==> images/drive_strength.png <==
Bar = 50 um.
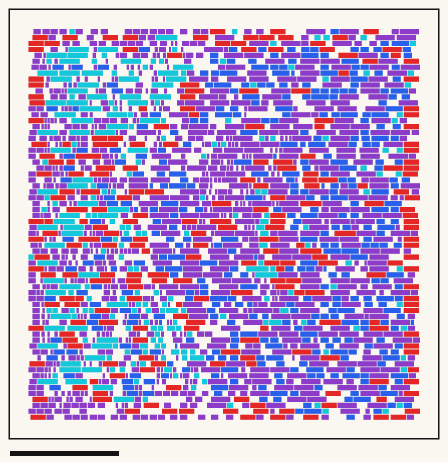
==> images/final_clocks.png <==
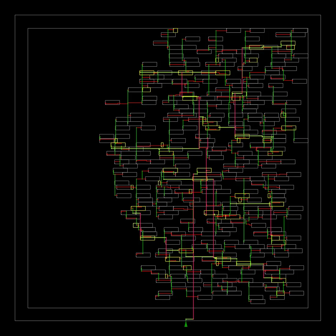
==> images/zoom.png <==
Window x 132 to 162, y 34 to 64 um. Cells in grey, sequential cells in the stronger grey; small squares are vias.
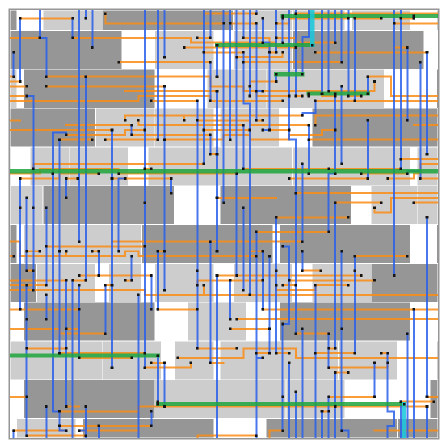
Design div11_share_sched, sky130hd; sources not shown.
==> run summary <==
yosys + openroad results -> Async SR Flop Fraction=100.0%, DR vias=14080, Commonest flop=dfrtp_1, CTS root buf=clkbuf_16, number of flip-flops under the largest register name=244, WL final=63530 um, path depth of the worst reg2reg path=10, Top Ports=461, First-pass DRT Iterations=5, status=finished with violations, CP max FO=6, post-DP HPWL=42910 um, CTS tree=yes, post-route insts no fill=2363, pin count of the biggest net entering global routing=196, Die Y=196.2 um, nets=2211, Hold WS=0.1333 ns, grt total ovfl=0, Top cells by area=dfrtp_1, mux2_2, mux4_2, most frequent CP cell=buf_12, most used logic cell in the final layout=clkdlybuf4s50_1, Area after DPL=23280 um2, critical path depth in cells=9, setup ws final=-0.7580 ns, gp weighted congestion=0.9633, syn avg cell area=11.92 um2, slowest cell on the critical path=dfrtp_1, Data required, critical path=2.22 ns, FF+latch count, synth=291, fin crit share=126.1%, YS chip area=15920 um2, final setup vio count=76, ANT nets after route=0, failing checks=negative setup slack, GRT Total Usage=30.94%, Util after Layout=82.05%, Std-Cell Rows=66, Yosys warning total=0, first-pass GRT wire length=92060 um, Top cells excl fill/tap=clkdlybuf4s50_1, dfrtp_1, mux2_2, Worst EP arrival=2.98 ns, Total Neg Setup Slack=-45.67 ns, layout cell share with drive strength beyond 1=45.37%, yosys cell count=1335, number of enable flip-flop cells=0, FP Core Util=49.30%, r2r setup slk=0.24 ns, startpoint types=flip-flop
About drive_strength.png:
Key: cyan = drive 3 to 4 [cells 238, share 13%]; blue = drive 2 [cells 387, share 20%]; red = drive 6 and up [cells 233, share 12%]; purple = drive 1 or less [cells 1033, share 55%]
Design Area, Final: 26490 um2
setup ws final: -0.7580 ns
non-clock buffer count: 637
Layout area overhead: 66.43%

About final_clocks.png:
worst-skew pair later-pin latency: 0.54 ns
clk_buf instances: 44
Flops: 291
Sink Count: 291
TritonCTS Buffers: 29

About zoom.png:
Key: orange = met1; cyan = met4; green = met3; blue = met2
Most frequent: mux2_2 (20), dfrtp_1 (16), mux4_2 (4). Sequential cells in the window: 16. 48 logic cells have their middle in the window.

-- final cells by class --
| cell class | count | area (um2) |
|---|---|---|
| Timing Repair Buffer | 637 | 8036 |
| Clock buffer | 44 | 872.1 |
| Antenna cell | 30 | 75.07 |
| Tap cell | 442 | 553.0 |
| Clock inverter | 9 | 55.05 |
| Inverter | 16 | 62.56 |
| Fill cell | 1740 | 5794 |
| Sequential cell | 291 | 7289 |
| Multi-Input combinational cell | 894 | 9550 |
-- layer usage --
| metal | global-route usage, % | share of wire (%) | up-vias | wire length, um |
|---|---|---|---|---|
| li1 | - | - | 6089 | - |
| met1 | 35.37 | 36 | 7230 | 22880 |
| met2 | 53.96 | 52 | 583 | 32720 |
| met3 | 6.563 | 6.7 | 174 | 4245 |
| met4 | 16.37 | 5.8 | 2 | 3670 |
| met5 | 0 | 0.020 | - | 13 |
-- cells by family (layout without fill, tap and decap cells) --
kind of cell    count (synthesis)  count (layout)  share of synthesized area, %
compound gates                228             228                         11.62
simple gates                  319             320                         9.369
other cells                     0              30                             0
buf+inv                       151             706                         4.016
fa+ha+maj                      18              18                         1.556
xor+xnor                       15              15                        0.8253
mux                           313             313                         26.87
flops                         291             291                         45.74
-- cells in the mapped netlist, types with 2 or more instances --
library cell	instances
a2111oi_0	47
a2111oi_2	17
a21oi_1	67
a311oi_1	47
a311oi_2	17
and2_1	70
buf_1	10
buf_2	19
buf_4	7
buf_6	3
clkbuf_1	96
dfrtp_1	291
fa_1	3
ha_1	15
inv_1	14
inv_2	2
mux2_2	245
mux4_2	67
nand2_1	161
nand2b_1	2
nand3_1	64
nor2_1	10
nor2b_1	4
o21ai_0	28
or3_1	2
xnor2_1	9
xor2_1	6
-- what timing repair did --
item | 4_1_cts | 5_1_grt
pin swaps | 6 | 9
setup buffers | 18 | 7
endpoints found under the hold margin | 14 | 2
endpoints found under the setup margin | 136 | 111
resized | 179 | 117
hold buffers | 2 | 1
cloned | 10 | 3
-- worst min-delay path, delay by kind of cell --
kind / cells / cell delay [ns]
buf+inv: 3 / 0.62
